$ cat config.mk
export PLATFORM = sky130hd
export DESIGN_NAME = fifo_uart_tx_flat
export DESIGN_NICKNAME = d
export VERILOG_FILES = /design/src/rtl/fifo_uart_tx_if.sv /design/src/rtl/fifo_uart_tx.sv /design/src/flat_wrapper.sv
export SDC_FILE = /design/constraint.sdc
export NUM_CORES = 1
export LEC_CHECK = 0
export ABC_AREA = 1
export CORE_ASPECT_RATIO = 0.75
export CORE_MARGIN = 2
export CORE_UTILIZATION = 49
export CTS_CLUSTER_SIZE = 8
export DETAILED_ROUTE_END_ITERATION = 16
export GPL_TIMING_DRIVEN = 0
export PLACE_DENSITY = 0.76
export RECOVER_POWER = 50
export SLEW_MARGIN = 40
export SYNTH_ARGS = -nofsm -noshare
export SYNTH_HDL_FRONTEND = slang
export SYNTH_SLANG_ARGS = --single-unit
export TNS_END_PERCENT = 30
$ cat constraint.sdc
create_clock -name clk -period 1.5 [get_ports clk]
set_input_delay 0.375 -clock clk [delete_from_list [all_inputs] [get_ports clk]]
set_output_delay 0.375 -clock clk [all_outputs]
set_load 0.05 [all_outputs]
$ cat src/rtl/fifo_uart_tx_if.sv
// FIFO read-port bundle between a FIFO (slave) and its drain stage (master).
interface fifo_uart_tx_if #(
    parameter int unsigned DATA_WIDTH = 16
) ();

    logic                  fifo_empty;
    logic                  fifo_rd_en;
    logic [DATA_WIDTH-1:0] fifo_data;

    // Drain stage: issues pops, consumes empty flag and registered data_out.
    modport master (
        output fifo_rd_en,
        input  fifo_empty,
        input  fifo_data
    );

    // FIFO side: accepts pops, presents empty flag and data_out.
    modport slave (
        input  fifo_rd_en,
        output fifo_empty,
        output fifo_data
    );

endinterface

$ cat src/rtl/fifo_uart_tx.sv
// FIFO drain stage: pops one word, sends it LSB byte first as 8N1 UART frames.
// Optional macro UART_TX_PARITY_EN inserts an even-parity bit (8E1 frames).
module fifo_uart_tx #(
    parameter int unsigned DATA_WIDTH   = 16,
    parameter int unsigned CLKS_PER_BIT = 434
) (
    input  logic           clk,
    input  logic           rst,
    fifo_uart_tx_if.master fifo,
    output logic           tx,
    output logic           busy,
    output logic [15:0]    words_sent
);

    localparam int unsigned NUM_BYTES = DATA_WIDTH / 8;
    localparam int unsigned BYTE_W    = (NUM_BYTES > 1) ? $clog2(NUM_BYTES) : 1;
    localparam int unsigned BAUD_W    = $clog2(CLKS_PER_BIT);

    // Elaboration-time parameter sanity checks.
    generate
        if (DATA_WIDTH == 0 || (DATA_WIDTH % 8) != 0) begin : g_bad_width
            $error("fifo_uart_tx: DATA_WIDTH must be a nonzero multiple of 8");
        end
        if (CLKS_PER_BIT < 2) begin : g_bad_cpb
            $error("fifo_uart_tx: CLKS_PER_BIT must be >= 2");
        end
    endgenerate

`ifdef UART_TX_PARITY_EN
    typedef enum logic [2:0] {
        IDLE, POP, LOAD, START, DATA, PARITY, STOP
    } state_e;
`else
    typedef enum logic [2:0] {
        IDLE, POP, LOAD, START, DATA, STOP
    } state_e;
`endif

    state_e                state_q,  state_d;
    logic [BAUD_W-1:0]     baud_q,   baud_d;
    logic [2:0]            bit_q,    bit_d;
    logic [BYTE_W-1:0]     byte_q,   byte_d;
    logic [DATA_WIDTH-1:0] shreg_q,  shreg_d;
    logic                  tx_q,     tx_d;
    logic                  rd_en_q,  rd_en_d;
    logic                  busy_q,   busy_d;
    logic [15:0]           words_q,  words_d;
`ifdef UART_TX_PARITY_EN
    logic                  parity_q, parity_d;
`endif

    logic last_baud_c;
    logic last_byte_c;

    assign last_baud_c = (baud_q == BAUD_W'(CLKS_PER_BIT - 1));
    assign last_byte_c = (byte_q == BYTE_W'(NUM_BYTES - 1));

    // Next-state and registered-output decode; tx_d reflects the state being entered.
    always_comb begin
        state_d  = state_q;
        baud_d   = baud_q + BAUD_W'(1);
        bit_d    = bit_q;
        byte_d   = byte_q;
        shreg_d  = shreg_q;
        tx_d     = tx_q;
        rd_en_d  = 1'b0;
        words_d  = words_q;
`ifdef UART_TX_PARITY_EN
        parity_d = parity_q;
`endif

        case (state_q)
            IDLE: begin
                baud_d = '0;
                tx_d   = 1'b1;
                if (!fifo.fifo_empty) begin
                    state_d = POP;
                    rd_en_d = 1'b1;
                end
            end
            POP: begin
                baud_d  = '0;
                state_d = LOAD;
            end
            LOAD: begin
                baud_d   = '0;
                shreg_d  = fifo.fifo_data;
                byte_d   = '0;
                bit_d    = 3'd0;
                tx_d     = 1'b0;
                state_d  = START;
`ifdef UART_TX_PARITY_EN
                parity_d = 1'b0;
`endif
            end
            START: begin
                if (last_baud_c) begin
                    baud_d  = '0;
                    bit_d   = 3'd0;
                    tx_d    = shreg_q[0];
                    state_d = DATA;
                end
            end
            DATA: begin
                if (last_baud_c) begin
                    baud_d   = '0;
                    shreg_d  = shreg_q >> 1;
`ifdef UART_TX_PARITY_EN
                    parity_d = parity_q ^ shreg_q[0];
`endif
                    if (bit_q != 3'd7) begin
                        bit_d = bit_q + 3'd1;
                        tx_d  = shreg_q[1];
                    end else begin
`ifdef UART_TX_PARITY_EN
                        tx_d    = parity_q ^ shreg_q[0];
                        state_d = PARITY;
`else
                        tx_d    = 1'b1;
                        state_d = STOP;
`endif
                    end
                end
            end
`ifdef UART_TX_PARITY_EN
            PARITY: begin
                if (last_baud_c) begin
                    baud_d  = '0;
                    tx_d    = 1'b1;
                    state_d = STOP;
                end
            end
`endif
            STOP: begin
                if (last_baud_c) begin
                    baud_d = '0;
                    if (!last_byte_c) begin
                        byte_d   = byte_q + BYTE_W'(1);
                        bit_d    = 3'd0;
                        tx_d     = 1'b0;
                        state_d  = START;
`ifdef UART_TX_PARITY_EN
                        parity_d = 1'b0;
`endif
                    end else begin
                        words_d = words_q + 16'd1;
                        tx_d    = 1'b1;
                        state_d = IDLE;
                    end
                end
            end
            default: begin
                baud_d  = '0;
                tx_d    = 1'b1;
                state_d = IDLE;
            end
        endcase

        busy_d = (state_d != IDLE);
    end

    // State and output registers with synchronous reset.
    always_ff @(posedge clk) begin
        if (rst) begin
            state_q  <= IDLE;
            baud_q   <= '0;
            bit_q    <= 3'd0;
            byte_q   <= '0;
            shreg_q  <= '0;
            tx_q     <= 1'b1;
            rd_en_q  <= 1'b0;
            busy_q   <= 1'b0;
            words_q  <= 16'd0;
`ifdef UART_TX_PARITY_EN
            parity_q <= 1'b0;
`endif
        end else begin
            state_q  <= state_d;
            baud_q   <= baud_d;
            bit_q    <= bit_d;
            byte_q   <= byte_d;
            shreg_q  <= shreg_d;
            tx_q     <= tx_d;
            rd_en_q  <= rd_en_d;
            busy_q   <= busy_d;
            words_q  <= words_d;
`ifdef UART_TX_PARITY_EN
            parity_q <= parity_d;
`endif
        end
    end

    assign fifo.fifo_rd_en = rd_en_q;
    assign tx              = tx_q;
    assign busy            = busy_q;
    assign words_sent      = words_q;

endmodule

$ cat src/flat_wrapper.sv
// flat-port wrapper written by rule: the top's interface ports become plain ports
module fifo_uart_tx_flat 
#(
    parameter int unsigned DATA_WIDTH   = 16,
    parameter int unsigned CLKS_PER_BIT = 434
)
  (clk, rst, tx, busy, words_sent, fifo_fifo_rd_en, fifo_fifo_empty, fifo_fifo_data);
  fifo_uart_tx_if #(.DATA_WIDTH(DATA_WIDTH)) fifo_i ();
  input  logic clk;
  input  logic rst;
  output logic tx;
  output logic busy;
  output logic [15:0] words_sent;
  output wire logic [$bits(fifo_i.fifo_rd_en)-1:0] fifo_fifo_rd_en;
  input wire logic [$bits(fifo_i.fifo_empty)-1:0] fifo_fifo_empty;
  input wire logic [$bits(fifo_i.fifo_data)-1:0] fifo_fifo_data;
  assign fifo_fifo_rd_en = fifo_i.fifo_rd_en;
  assign fifo_i.fifo_empty = fifo_fifo_empty;
  assign fifo_i.fifo_data = fifo_fifo_data;
  fifo_uart_tx #(.DATA_WIDTH(DATA_WIDTH), .CLKS_PER_BIT(CLKS_PER_BIT)) u_core (.clk(clk), .rst(rst), .fifo(fifo_i), .tx(tx), .busy(busy), .words_sent(words_sent));
endmodule
### Sizing map

(4 px per micron)
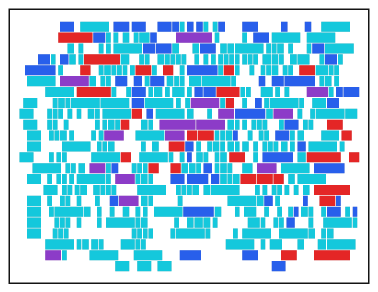
[blue] _2 cells | cells: 64
[red] _3 and _4 cells | cells: 30
[cyan] _0 and _1 cells | cells: 354
[purple] _6 and larger | cells: 15
final worst setup slack: -22.3 ps
Layout area overhead: 32.2%
Buffers excl. clock: 59

### Cell area per tile

(4 px per micron) 9 x 7 tiles, from dark blue (low) to red (high), 0 to 100% covered.
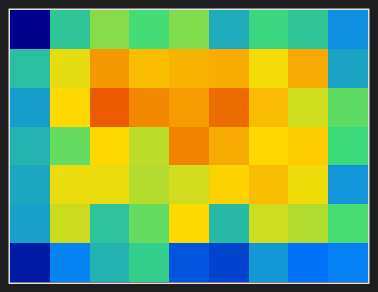
densest ninth of the die: center
emptiest ninth of the die: lower left
tiles over 75% full: 30%
mean over tiles: 57%
Core Box Area: 5320 sq um
FP Core Util: 50.4%

### Nets reached from selected ports

(4 px per micron)
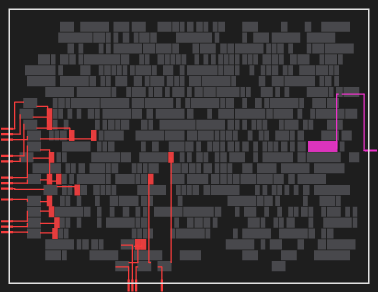
[magenta] `busy` | bits: 1 | direction: output | end cells: 1 | buffers: 1 | wire: 33.9 microns
[red] `fifo_fifo_data` | bits: 16 | direction: input | end cells: 16 | buffers: 16 | wire: 233 microns
# IOs: 38
I/O Buffers: 37

### Metal 1

(6 px per micron) Supply wires on this layer in gray.
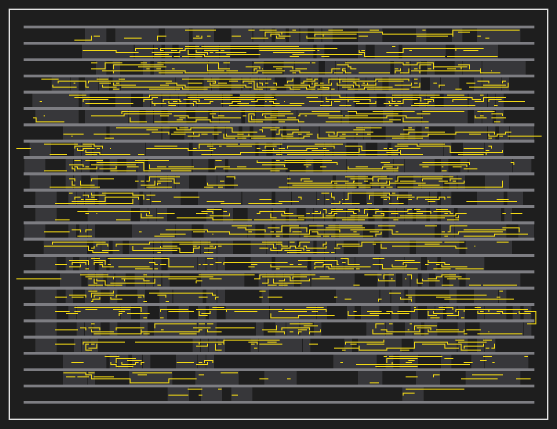
longest straight run: 28.1 microns
share of all routed wire: 48%
wire length on this layer: 3330 microns
GR Util met1: 33.5%
total wire length: 6.95 mm

### Placement view

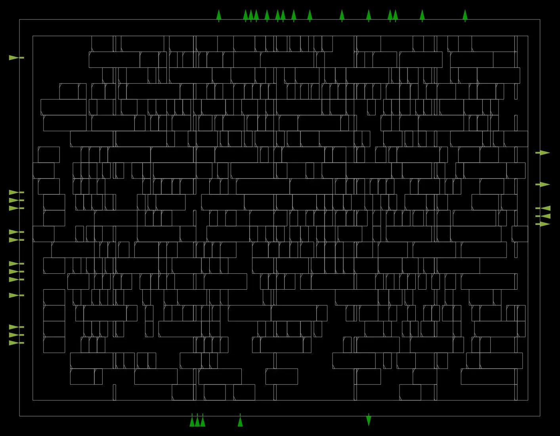
num sequential: 51
final core utilization: 66.7%
row count: 23

==> results.py <==
# Physical implementation metrics
metrics = {
    "worst_setup_path": {
        "crit_slowest_cell": "dfxtp_2",
        "critPathArrivalTime_ps": 1760,
        "cp_max_fo": 8,
        "critPathTopFamily": "simple AND/OR/NAND/NOR gates",
        "cp.depth": 10,
        "crit_path_end": "u_core.words_sent[6]",
    },
    "yosys": {
        "synth_area_leader_cell": "dfxtp_1",
        "mux_area_share_pct": 0,
        "synthAdderAreaFrac_pct": 2.33,
        "synth_cell_types": 31,
        "top_area_share_pct": 38.0,
        "simple_gate_area_share_pct": 38.6,
    },
    "outcome": {
        "status": "finished, violations left",
        "violations": "negative setup slack",
    },
    "min_path": {
        "whs_endpoint": "u_core.words_sent[15]",
        "min_path_type": "in2reg",
    },
    "clock_tree": {
        "cts_sinks": 51,
        "ctsHoldBuffers": 0,
        "cts_tree": "built",
    },
    "grt": {
        "grt_max_degree": 17,
    },
    "timing": {
        "setup_viol": 5,
        "clock.fmax_mhz": 657,
        "finalSetupTns_ps": -68.5,
        "final.setup.worst_slack_ps": -22.3,
        "finClkSkew_ps": 7.31,
    },
    "routing": {
        "drc": 0,
        "drt_first_iter_violations": 191,
    },
    "power": {
        "pwr-share-seq_pct": 53.2,
    },
    "cells_and_area": {
        "drive_gt1_share_pct": 23.5,
        "flop_area_sq_um": 1040,
    },
}
## area by class of cell
| class | count | share of cell area [%] |
|---|---|---|
| buffer | 10 | 2.71 |
| sequential | 51 | 29.3 |
| multi-input combinational | 310 | 45.6 |
| clock inverter | 1 | 0.141 |
| tap | 75 | 2.64 |
| inverter | 35 | 3.84 |
| clock buffer | 7 | 2.43 |
| timing repair buffer | 49 | 13.4 |
## cells in the mapped netlist
cell type	n
nor2_1	73
nand4_1	3
nand3b_1	1
or2_1	1
o21ai_0	28
a21oi_1	20
ha_1	5
dfxtp_1	51
nor2_2	6
nand2_1	122
xnor2_1	3
xor2_1	5
inv_1	28
nand3_1	22
buf_6	4
o21ai_1	2
buf_4	1
nor3_1	3
a21boi_0	1
buf_2	3
inv_2	6
a31oi_1	1
inv_4	1
or2_0	1
nor2_8	1
nand3_2	1
nand2_2	5
a21oi_2	2
clkbuf_1	3
nand2_4	2
nor3_2	2
## routing by layer
layer / vias to the layer above / wire length [microns] / GRT usage [%]
met3: 13 / 471 / 4.34
met1: 1269 / 3330 / 33.5
met4: 0 / 66 / 5.97
met2: 105 / 3080 / 33.0
li1: 1386 / - / -
met5: - / 0 / 0
## cell usage in the layout, fill, tap and decap left out, types with 3 or more instances in the layout
cell               n
inv_1             27
buf_4              8
a21oi_1           14
clkdlybuf4s15_2    7
clkbuf_8           6
nand4_1            3
nand2_1          116
xnor2_1            3
buf_6              3
nand2_4            7
a21oi_2            8
dfxtp_1           41
nor2_1            72
o21ai_1            4
o21ai_0           24
inv_2              6
xor2_1             5
clkbuf_4           3
nor2_2             4
dfxtp_2            7
buf_2              9
nor2_4             3
clkdlybuf4s50_1   17
dfxtp_4            3
nand3_2            6
ha_4               3
nand3_1           17
nand2_2            6
## cell families (layout without fill, tap and decap cells)
kind of cell / after synthesis / after routing
compound gates: 54 / 54
flops: 51 / 51
xor+xnor: 8 / 8
simple gates: 243 / 243
buf+inv: 46 / 102
fa+ha+maj: 5 / 5
## stage by stage
| step | cells | hold WS [ps] | setup WS (ps) | power [mW] | cell area, sq um |
|---|---|---|---|---|---|
| 3_3_place_gp | 519 | 466 | -494 | 2.02 | 3160 |
| 5_1_grt | 538 | 425 | -118 | 3.01 | 3550 |
| 3_5_place_dp | 519 | 459 | -524 | 2.04 | 3160 |
| 2_1_floorplan | 407 | 433 | 4.74 | 1.88 | 2700 |
| 6_report | 538 | 423 | -22.3 | 2.86 | 3550 |
| 4_1_cts | 529 | 482 | -47.6 | 2.84 | 3290 |
## power groups by stage
stage          registers, mW  logic [mW]  clock network (mW)
2_1_floorplan           1.59       0.282                   0
3_3_place_gp            1.55       0.474                   0
3_5_place_dp            1.55       0.489                   0
4_1_cts                 1.52       0.487               0.834
5_1_grt                 1.54       0.576               0.893
6_report                1.52       0.514               0.825
## repair_timing
| action | CTS | global route |
|---|---|---|
| cloned | 0 | 3 |
| pin swaps | 3 | 16 |
| endpoints found under the setup margin | 67 | 55 |
| buffers inserted | 3 | 6 |
| resized | 70 | 69 |
Power figures rest on the tool's default switching activity, not on a simulated workload.
